<file path="config.mk">
export PLATFORM = sky130hd
export DESIGN_NAME = button_input_flat
export DESIGN_NICKNAME = d
export VERILOG_FILES = /design/src/rtl/button_input_if.sv /design/src/rtl/button_input.sv /design/src/flat_wrapper.sv
export SDC_FILE = /design/constraint.sdc
export NUM_CORES = 1
export LEC_CHECK = 0
export ABC_AREA = 1
export CAP_MARGIN = 20
export CORE_MARGIN = 8
export CORE_UTILIZATION = 30
export DETAILED_ROUTE_END_ITERATION = 10
export GPL_ROUTABILITY_DRIVEN = 0
export HOLD_SLACK_MARGIN = 0.08
export PLACE_DENSITY_LB_ADDON = 0.08
export REMOVE_ABC_BUFFERS = 1
export SLEW_MARGIN = 20
export SYNTH_ARGS = -nofsm -noshare
export SYNTH_HDL_FRONTEND = slang
export SYNTH_SLANG_ARGS = --single-unit
export TNS_END_PERCENT = 50
</file>
<file path="constraint.sdc">
create_clock -name clk -period 1.8 [get_ports clk]
set_clock_uncertainty 0.2 [all_clocks]
set_input_delay 0.27 -clock clk [delete_from_list [all_inputs] [get_ports clk]]
set_output_delay 0.27 -clock clk [all_outputs]
set_load 0.01 [all_outputs]
</file>
<file path="src/rtl/button_input_if.sv">
// Bundle of raw button inputs and conditioned move outputs between the
// button front end (slave) and whatever drives the buttons / consumes moves (master).
interface button_input_if;
   logic btn_up_raw;
   logic btn_right_raw;
   logic btn_down_raw;
   logic btn_left_raw;
   logic btn_up;
   logic btn_right;
   logic btn_down;
   logic btn_left;
   logic busy;

   modport master (
      output btn_up_raw, btn_right_raw, btn_down_raw, btn_left_raw,
      input  btn_up, btn_right, btn_down, btn_left, busy
   );

   modport slave (
      input  btn_up_raw, btn_right_raw, btn_down_raw, btn_left_raw,
      output btn_up, btn_right, btn_down, btn_left, busy
   );
endinterface

</file>
<file path="src/rtl/button_input.sv">
// Conditions four raw push-buttons into single-cycle, arbitrated move pulses
// followed by a lockout window for the 2048 game logic.
//
// state | meaning
// ------+------------------------------------------------------------
// IDLE  | waiting for a debounced press edge
// LOCK  | move pulse issued; dropping presses until lockout expires
module button_input #(
   parameter int DEBOUNCE_CYCLES = 16,
   parameter int LOCKOUT_CYCLES  = 64
) (
   input  logic          clk,
   input  logic          rst_n,
   button_input_if.slave bus
);

   localparam int DW = $clog2(DEBOUNCE_CYCLES + 1);
   localparam int LW = (LOCKOUT_CYCLES > 1) ? $clog2(LOCKOUT_CYCLES) : 1;
   localparam logic [DW-1:0] DEB_LAST  = DW'(DEBOUNCE_CYCLES - 1);
   localparam logic [LW-1:0] LOCK_LOAD = LW'(LOCKOUT_CYCLES - 1);

   localparam logic [0:0] STATE_IDLE = 1'b0;
   localparam logic [0:0] STATE_LOCK = 1'b1;

   // bit 3 = up, 2 = right, 1 = down, 0 = left
   logic [3:0]    raw;
   logic [3:0]    meta;
   logic [3:0]    sync;
   logic [3:0]    stable;
   logic [3:0]    stable_d;
   logic [DW-1:0] deb_cnt [4];
   logic [3:0]    press;
   logic [3:0]    win;
   logic [3:0]    move;
   logic [0:0]    state;
   logic [LW-1:0] lock_cnt;

   assign raw = {bus.btn_up_raw, bus.btn_right_raw, bus.btn_down_raw, bus.btn_left_raw};

   always_ff @(posedge clk or negedge rst_n) begin
      if (!rst_n) begin
         meta <= '0;
         sync <= '0;
      end else begin
         meta <= raw;
         sync <= meta;
      end
   end

   // stable only follows sync after DEBOUNCE_CYCLES consecutive disagreeing cycles
   always_ff @(posedge clk or negedge rst_n) begin
      if (!rst_n) begin
         stable   <= '0;
         stable_d <= '0;
         for (int i = 0; i < 4; i++) deb_cnt[i] <= '0;
      end else begin
         stable_d <= stable;
         for (int i = 0; i < 4; i++) begin
            if (sync[i] == stable[i]) begin
               deb_cnt[i] <= '0;
            end else if (deb_cnt[i] == DEB_LAST) begin
               stable[i]  <= sync[i];
               deb_cnt[i] <= '0;
            end else begin
               deb_cnt[i] <= deb_cnt[i] + 1'b1;
            end
         end
      end
   end

   assign press = stable & ~stable_d;

   always_comb begin
      win = 4'b0000;
      if (press[3])      win = 4'b1000;
      else if (press[2]) win = 4'b0100;
      else if (press[1]) win = 4'b0010;
      else if (press[0]) win = 4'b0001;
   end

   always_ff @(posedge clk or negedge rst_n) begin
      if (!rst_n) begin
         state    <= STATE_IDLE;
         lock_cnt <= '0;
         move     <= '0;
      end else begin
         move <= '0;
         case (state)
            STATE_IDLE: begin
               if (|press) begin
                  move     <= win;
                  lock_cnt <= LOCK_LOAD;
                  state    <= STATE_LOCK;
               end
            end
            STATE_LOCK: begin
               if (lock_cnt == '0) state <= STATE_IDLE;
               else                lock_cnt <= lock_cnt - 1'b1;
            end
            default: state <= STATE_IDLE;
         endcase
      end
   end

   assign bus.btn_up    = move[3];
   assign bus.btn_right = move[2];
   assign bus.btn_down  = move[1];
   assign bus.btn_left  = move[0];
   assign bus.busy      = (state == STATE_LOCK);

endmodule

</file>
<file path="src/flat_wrapper.sv">
// flat-port wrapper written by rule: the top's interface ports become plain ports
module button_input_flat 
#(
   parameter int DEBOUNCE_CYCLES = 16,
   parameter int LOCKOUT_CYCLES  = 64
)
  (clk, rst_n, bus_btn_up_raw, bus_btn_right_raw, bus_btn_down_raw, bus_btn_left_raw, bus_btn_up, bus_btn_right, bus_btn_down, bus_btn_left, bus_busy);
  button_input_if bus_i ();
  input  logic clk;
  input  logic rst_n;
  input wire logic [$bits(bus_i.btn_up_raw)-1:0] bus_btn_up_raw;
  input wire logic [$bits(bus_i.btn_right_raw)-1:0] bus_btn_right_raw;
  input wire logic [$bits(bus_i.btn_down_raw)-1:0] bus_btn_down_raw;
  input wire logic [$bits(bus_i.btn_left_raw)-1:0] bus_btn_left_raw;
  output wire logic [$bits(bus_i.btn_up)-1:0] bus_btn_up;
  output wire logic [$bits(bus_i.btn_right)-1:0] bus_btn_right;
  output wire logic [$bits(bus_i.btn_down)-1:0] bus_btn_down;
  output wire logic [$bits(bus_i.btn_left)-1:0] bus_btn_left;
  output wire logic [$bits(bus_i.busy)-1:0] bus_busy;
  assign bus_i.btn_up_raw = bus_btn_up_raw;
  assign bus_i.btn_right_raw = bus_btn_right_raw;
  assign bus_i.btn_down_raw = bus_btn_down_raw;
  assign bus_i.btn_left_raw = bus_btn_left_raw;
  assign bus_btn_up = bus_i.btn_up;
  assign bus_btn_right = bus_i.btn_right;
  assign bus_btn_down = bus_i.btn_down;
  assign bus_btn_left = bus_i.btn_left;
  assign bus_busy = bus_i.busy;
  button_input #(.DEBOUNCE_CYCLES(DEBOUNCE_CYCLES), .LOCKOUT_CYCLES(LOCKOUT_CYCLES)) u_core (.clk(clk), .rst_n(rst_n), .bus(bus_i));
endmodule
</file>
### Routed metal per tile, run 1

Scale: 4 px per um. The die is cut into 19 by 19 equal tiles; dark blue is low, red is high, scaled to the fullest tile. Values are wire area over tile area, all layers added.
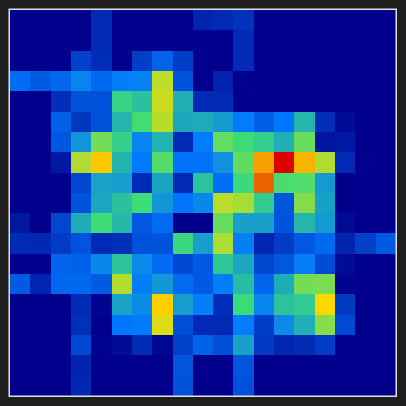
densest ninth of the die: middle
emptiest ninth of the die: top right
nearly empty tiles: 42%
fullest tile: 0.31
mean over tiles: 0.052

### Register map, names as in the netlist, run 1

Scale: 4 px per um.
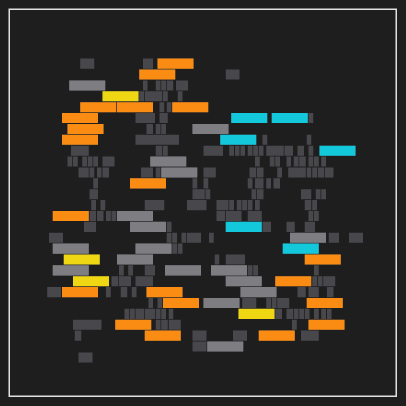
legend:
  yellow:
    netlist_name: `u_core.sync`
    flops: 4
  orange:
    netlist_name: `u_core.deb_cnt`
    flops: 20
  cyan:
    netlist_name: `u_core.lock_cnt`
    flops: 6
sequential cell area: 0.001176 mm2
seq pwr: 1.24 mW

==> GITHUB_STEP_SUMMARY, run 1 <==
### Metrics collected by this job

| Metric | Value |
|---|---|
| Outcome | finished clean |
| Flop pwr share | between 50% and 60% |
| DRT iter0 DRCs | between 70 and 80 |
| Antenna viol nets, final | 0 |
| Logic area | 669.4 um2 |
| PwrDens | 1088 mW/mm2 |
| Registers, synthesis | between 40 and 50 |
| Buffering overhead | under 10% |
| Min Tclk post-route | around 1.7 ns |
| Yosys chip area | between 0.0015 and 0.002 mm2 |
| WL/cell | around 11 um |
| Critical path type | reg2out |
| Non-clk bufs | 14 |
| IR drop worst, VDD | roughly 0.47 mV |
| Crit path arrival time | between 1 and 1.5 ns |
| CTS buffer count | 5 |
| ANT cells | 0 |
| Worst path cell trace | clkdlybuf4s50_1 |
| Clock transition at the registers of the reported paths | approximately 0.09 ns |
| Nets@finish | approximately 230 |
| WP buf/inv | 1 |
| Pint | 1.753 mW |
| Cells in synth_stat.txt | a little under 200 |
| CP startpoint kind | register |
| Sequential share of cell area | around half |
| Clock buffers | 5 |
| M1 GR Usage | under 10% |
| Clock Latency Late Sink | ~0.3 ns |
| Ys async rst share | 100.0% |
| Tool Warnings | 26 |
| Slowest stage delay, CP | 0.53 ns |
| Global-route wire length before repair | 5.513 mm |
| Final Hold Viols | 0 |
| Uppermost layer routed | met4 |
| Share of cells above drive strength 1 | between 10% and 20% |
| Die Area | around 0.0093 mm2 |
| Critical Path Sink Type | output port |
| Metal2 WL | ~1.5 mm |
| Switch Pwr | ~0.73 mW |
| Top Consumer | registers |
| Flops | 47 |
| Main flop type after synthesis | dfrtp_1 |
| Post-synthesis cell area | between 0.0015 and 0.002 mm2 |
| Initial antenna violation count | 0 |
| Max-slew violation count | 0 |
| P&R area growth vs syn | 17.56% |
| Logic power comb | about 0.45 mW |
| Pin count of the biggest net entering global routing | around 48 |
| Overall Global Routing Usage | 7.811% |
| CTS max path bufs | 2 |
| Logic share of the area | 29.38% |
| Routed length on met1 | 1.445 mm |
| Layout clock area frac | 5.052% |
| Metal3 WL | between 80 and 90 um |
| Largest class | flip-flops and latches |
| Row cnt | 29 |
| GR Util met3 | about 2.8% |
| RSZ-0062 raised after global routing | no |
| Sw Ratio | between 20% and 30% |
| 1st-pass router iterations | 4 |
| CP delay by family, top | buffers and inverters |
| Synth warn | 0 |
| Hold Path Class | reg2reg |
| Rel. slew slack | between 70% and 80% |
| DRC | 0 |
| Total Power | 2.478 mW |
| DRT Wirelength | approximately 3.1 mm |
| F_max | around 600 MHz |
| Filler cells | between 600 and 700 |
| Leakage power | between 1 and 1.5 nW |
| Clock power share | a little under a third |
| Netlist cell types | 23 |
| Worst endpoint required time | 1.33 ns |
| TAP cells | about 77 |
| FF-to-FF setup slack | roughly 0.21 ns |
| Multi-In Gates | roughly 130 |
| Post-DP HPWL | 2.233 mm |
| Clk root buf | clkbuf_8 |
| Register area share after synthesis | approximately three fifths |
| Top-level I/O count | 11 |
| Worst-path maximum fanout | 2 |
| Number of buffers added on ports | 10 |
### Signal wires on met2, run 1

Scale: 4 px per um. Cells faint in the background.
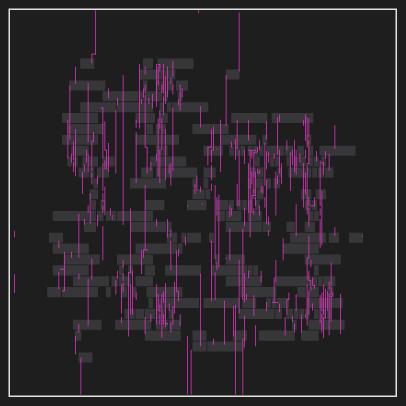
main direction: vertical
nets with wire on the layer: 177
longest straight run: 37.4 um
met2 Resource Use GR: 12.43%
Via Count: 1,262

## run 1: timing repair
action | 4_1_cts | 5_1_grt
endpoints found under the hold margin | 47 | 0
buffers inserted | 0 | 1
hold buffers | 1 | 0
endpoints found under the setup margin | 0 | 1
resized | 0 | 0
## run 1: kinds of logic after synthesis
group,count (synthesis),synth area share [%]
AOI/OAI and AO/OA,4,1.420
xor gates and xnor gates,8,3.615
adders and majority gates,6,3.873
buffers and inverters,22,4.777
DFF,47,60.68
and+or+nand+nor,110,25.63
## run 1: cells in the final DEF, fill, tap and decap left out, drive strengths merged
cell,count
bufinv,1
clkbuf,5
a21oi,1
or2,1
nor3,4
o21ai,3
nand4,1
nor2,33
dlygate4sd3,1
nand2b,4
clkdlybuf4s50,9
buf,4
inv,22
dfrtp,47
nand3b,1
ha,6
xnor2,4
nand2,46
nor3b,4
clkinvlp,1
xor2,4
nand3,16
## run 1: worst register-to-register path, cell delays in order, from the launching register on
cell     delay (ns)
dfrtp_1        0.38
inv_1          0.18
ha_1           0.22
inv_1          0.05
nor2_1         0.11
nand3_2        0.10
inv_2          0.08
nor2_4         0.06
nand2_1        0.07
nand2_1        0.05
## run 1: metrics by stage
step | setup slack (ns) | cell area [um2] | utilization (%) | hold slack, ns | instances
2_1_floorplan | 0.3770 | 1927 | - | -0.2256 | 196
3_3_place_gp | 0.2820 | 2146 | 33.99 | 0.07040 | 285
3_5_place_dp | 0.2323 | 2146 | 33.99 | 0.07598 | 285
4_1_cts | 0.02472 | 2271 | 35.97 | 0.1586 | 294
5_1_grt | 0.05903 | 2278 | 36.09 | 0.1630 | 295
6_report | 0.1469 | 2278 | 36.09 | 0.1566 | 295
## run 1: synthesized netlist by cell type, types with 2 or more instances
| library cell | instances | share of area (%) |
|---|---|---|
| nand2b_1 | 4 | 1.3 |
| nor2_1 | 29 | 5.6 |
| nor3_1 | 4 | 1.0 |
| xnor2_1 | 4 | 1.8 |
| o21ai_2 | 2 | 0.90 |
| dfrtp_1 | 47 | 61 |
| ha_1 | 6 | 3.9 |
| xor2_1 | 4 | 1.8 |
| nand2_1 | 46 | 8.9 |
| nor3b_1 | 4 | 1.5 |
| inv_2 | 2 | 0.39 |
| inv_1 | 18 | 3.5 |
| nor2_2 | 3 | 0.97 |
| nand3_1 | 14 | 3.6 |
| nand3_2 | 2 | 1.0 |
## run 1: path summary, 6_finish.rpt
path	from	endpoint	depth (start not counted)
worst min register to register	u_core.meta[0]$_DFF_PN0_	u_core.sync[0]$_DFF_PN0_	0
max in group asynchronous	rst_n	u_core.deb_cnt[18]$_DFF_PN0_	3
min in group asynchronous	rst_n	u_core.deb_cnt[4]$_DFF_PN0_	3
worst max-delay path	u_core.bus.busy$_DFF_PN0_	bus_busy	1
worst min-delay path	u_core.meta[0]$_DFF_PN0_	u_core.sync[0]$_DFF_PN0_	0
worst max register to register	u_core.lock_cnt[0]$_DFFE_PN0P_	u_core.lock_cnt[3]$_DFFE_PN0P_	9
## run 1: sequential cells by signal (all words and copies together), names as in the netlist
register         count
u_core.bus.busy      1
u_core.deb_cnt      20
u_core.lock_cnt      6
u_core.meta          4
u_core.move          4
u_core.stable        4
u_core.stable_d      4
u_core.sync          4
==> run 2: changes to the inputs <==
--- a/config.mk
+++ b/config.mk
@@ -7,8 +7,10 @@
 export LEC_CHECK = 0
 export ABC_AREA = 1
 export CAP_MARGIN = 20
+export CORE_ASPECT_RATIO = 0.75
 export CORE_MARGIN = 8
 export CORE_UTILIZATION = 30
+export CTS_CLUSTER_DIAMETER = 50
 export DETAILED_ROUTE_END_ITERATION = 10
 export GPL_ROUTABILITY_DRIVEN = 0
 export HOLD_SLACK_MARGIN = 0.08
### Register map, names as in the netlist, run 2

Scale: 3 px per um.
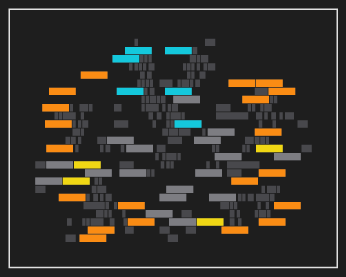
legend:
  cyan:
    netlist_name: `u_core.lock_cnt`
    flops: 6
    where: top middle
  orange:
    netlist_name: `u_core.deb_cnt`
    flops: 20
  yellow:
    netlist_name: `u_core.sync`
    flops: 4
not colored: 17
sequential share of cell area: 51.03%
post-layout util: 36.66%

==> GITHUB_STEP_SUMMARY, run 2 <==
### Metrics collected by this job

| Metric | Value |
|---|---|
| Outcome | finished clean |
| Filler cells | roughly 640 |
| Placed Instances | about 290 |
| IR drop worst, VDD | around 0.44 mV |
| Die Area | 0.009315 mm2 |
| Max reg flops | 20 |
| Reg with most FFs | u_core.deb_cnt |
| Critical Path Sink Type | output port |
| Initial antenna violation count | 0 |
| Cells in synth_stat.txt | 197 |
| Registers, synthesis | around 47 |
| Logic area | about 670 um2 |
| DRT Wirelength | about 3.2 mm |
| Tool Warnings | 26 |
| Synth warn | 0 |
| Worst-path maximum fanout | 3 |
| DRT iter0 DRCs | 54 |
| Min Tclk post-route | around 1.7 ns |
| Main flop type after synthesis | dfrtp_1 |
| Leakage power | 1.084 nW |
| Worst endpoint required time | between 1 and 1.5 ns |
| Max-slew violation count | 0 |
| Slowest stage delay, CP | about 0.55 ns |
| Critical path type | reg2out |
| ANT cells | 0 |
| CP startpoint kind | register |
| Top-level I/O count | 11 |
| Share of cells above drive strength 1 | between 10 and 15% |
| Hold Path Class | reg2reg |
| CP delay by family, top | buffers and inverters |
| Top cells, area | dfrtp_1 (61%), nand2_1 (8.9%), nor2_1 (5.6%) |
| Register area share after synthesis | 60.68% |
| WL/cell | about 11 um |
| Post-DP HPWL | ~2.3 mm |
| DRC | 0 |
| F_max | around 590 MHz |
| Post-synthesis cell area | between 0.0015 and 0.002 mm2 |
| Biggest regs | u_core.deb_cnt x20, u_core.lock_cnt x6 |
| Yosys chip area | between 0.0015 and 0.002 mm2 |
| Crit path arrival time | between 1 and 1.5 ns |
| Commonest cells after routing, fill and taps aside | dfrtp_1 (47), nand2_1 (46), nor2_1 (29) |
| Nets@finish | between 200 and 250 |
| Worst path depth | 1 |
| Sequential cell area | about 0.0012 mm2 |
| WP buf/inv | 1 |
| Synth area leader | dfrtp_1 |
| Overall Global Routing Usage | under 10% |
| Top-count cell post-synth | dfrtp_1 |
| Global-route wire length before repair | 5.595 mm |
| Clock Latency Late Sink | around 0.3 ns |
| Commonest Layout Cell | dfrtp_1 |
| Number of buffers added on ports | 10 |
| Worst path cell trace | clkdlybuf4s50_1 |
| Rel. slew slack | about two thirds |
| Clk root buf | clkbuf_8 |
| Ys async rst share | 100.0% |
| Most frequent cells after synthesis | dfrtp_1 (47), nand2_1 (46), nor2_1 (29), inv_1 (18), nand3_1 (14) |
| Dominant cell area share | ~61% |
| Worst Hold Path Cells | 0 |
| Antenna viol nets, final | 0 |
==> run 2: cell count changes in the layout (fill, tap and decap cells not counted), sizes merged <==
cell    change
bufinv      +1
inv         -1
==> run 2: final cells by class <==
| type | count | share of cell area (%) |
|---|---|---|
| sequential | 47 | 51.03 |
| multi-input combinational | 128 | 29.04 |
| timing repair buffer | 14 | 6.080 |
| tap | 81 | 4.397 |
| inverter | 21 | 3.529 |
| clock buffer | 5 | 2.986 |
| clock inverter | 3 | 2.932 |
==> run 2: worst reg2reg max path, delay by kind of cell, from the launching register on <==
| kind | cells | cell delay (ns) |
|---|---|---|
| fa+ha+maj | 1 | 0.20 |
| buf+inv | 3 | 0.29 |
| flops | 1 | 0.38 |
| simple gates | 5 | 0.37 |
==> run 2: through the flow <==
stage / hold WS (ns) / setup WS (ns) / power, mW / util (%) / cell area, um2
6_report: 0.1545 / 0.1052 / 2.597 / 36.66 / 2305
5_1_grt: 0.1659 / 0.05305 / 2.764 / 36.66 / 2305
4_1_cts: 0.1569 / 0.02745 / 2.639 / 36.54 / 2297
3_5_place_dp: 0.06272 / 0.2730 / 1.707 / 34.21 / 2151
3_3_place_gp: 0.06020 / 0.2910 / 1.696 / 34.21 / 2151
2_1_floorplan: -0.2256 / 0.3770 / 1.573 / - / 1927
==> run 2: cells by family after synthesis <==
family,Yosys count,share of synthesized area (%)
AND/OR/NAND/NOR,110,25.63
flip-flops,47,60.68
buffers and inverters,22,4.777
XOR/XNOR,8,3.615
adder cells (fa/ha/maj),6,3.873
AND-OR/OR-AND,4,1.420
==> run 2: where the power goes <==
group          total [mW]  leakage (nW)  internal [mW]  switching [mW]
clock network       0.906        0.0644          0.554           0.353
logic               0.451         0.400          0.182           0.269
registers            1.24         0.620           1.15          0.0890
==> run 2: worst paths after layout <==
check,startpoint,end,slack (ns)
max in group asynchronous,rst_n,u_core.sync[1]$_DFF_PN0_,0.62
hold reg to reg,u_core.meta[2]$_DFF_PN0_,u_core.sync[2]$_DFF_PN0_,0.15
hold / removal,u_core.meta[2]$_DFF_PN0_,u_core.sync[2]$_DFF_PN0_,0.15
setup reg to reg,u_core.lock_cnt[0]$_DFFE_PN0P_,u_core.lock_cnt[2]$_DFFE_PN0P_,0.26
min in group asynchronous,rst_n,u_core.deb_cnt[9]$_DFF_PN0_,0.26
setup / recovery,u_core.bus.busy$_DFF_PN0_,bus_busy,0.11
==> run 2: routing by layer <==
layer  global-route usage (%)  part of all wire, %  routed length, um
met4                    2.974                 0.98                 31
met1                    8.770                   50               1575
met2                    12.22                   46               1451
met5                        0                    0                  0
met3                    2.921                  3.0                 96
==> run 2: repair_timing <==
action | in CTS | in global routing
hold buffers | 1 | 0
buffers inserted | 0 | 1
gates resized | 0 | 0
setup endpoints to repair | 0 | 1
endpoints found under the hold margin | 19 | 0
Power figures rest on the tool's default switching activity, not on a simulated workload.
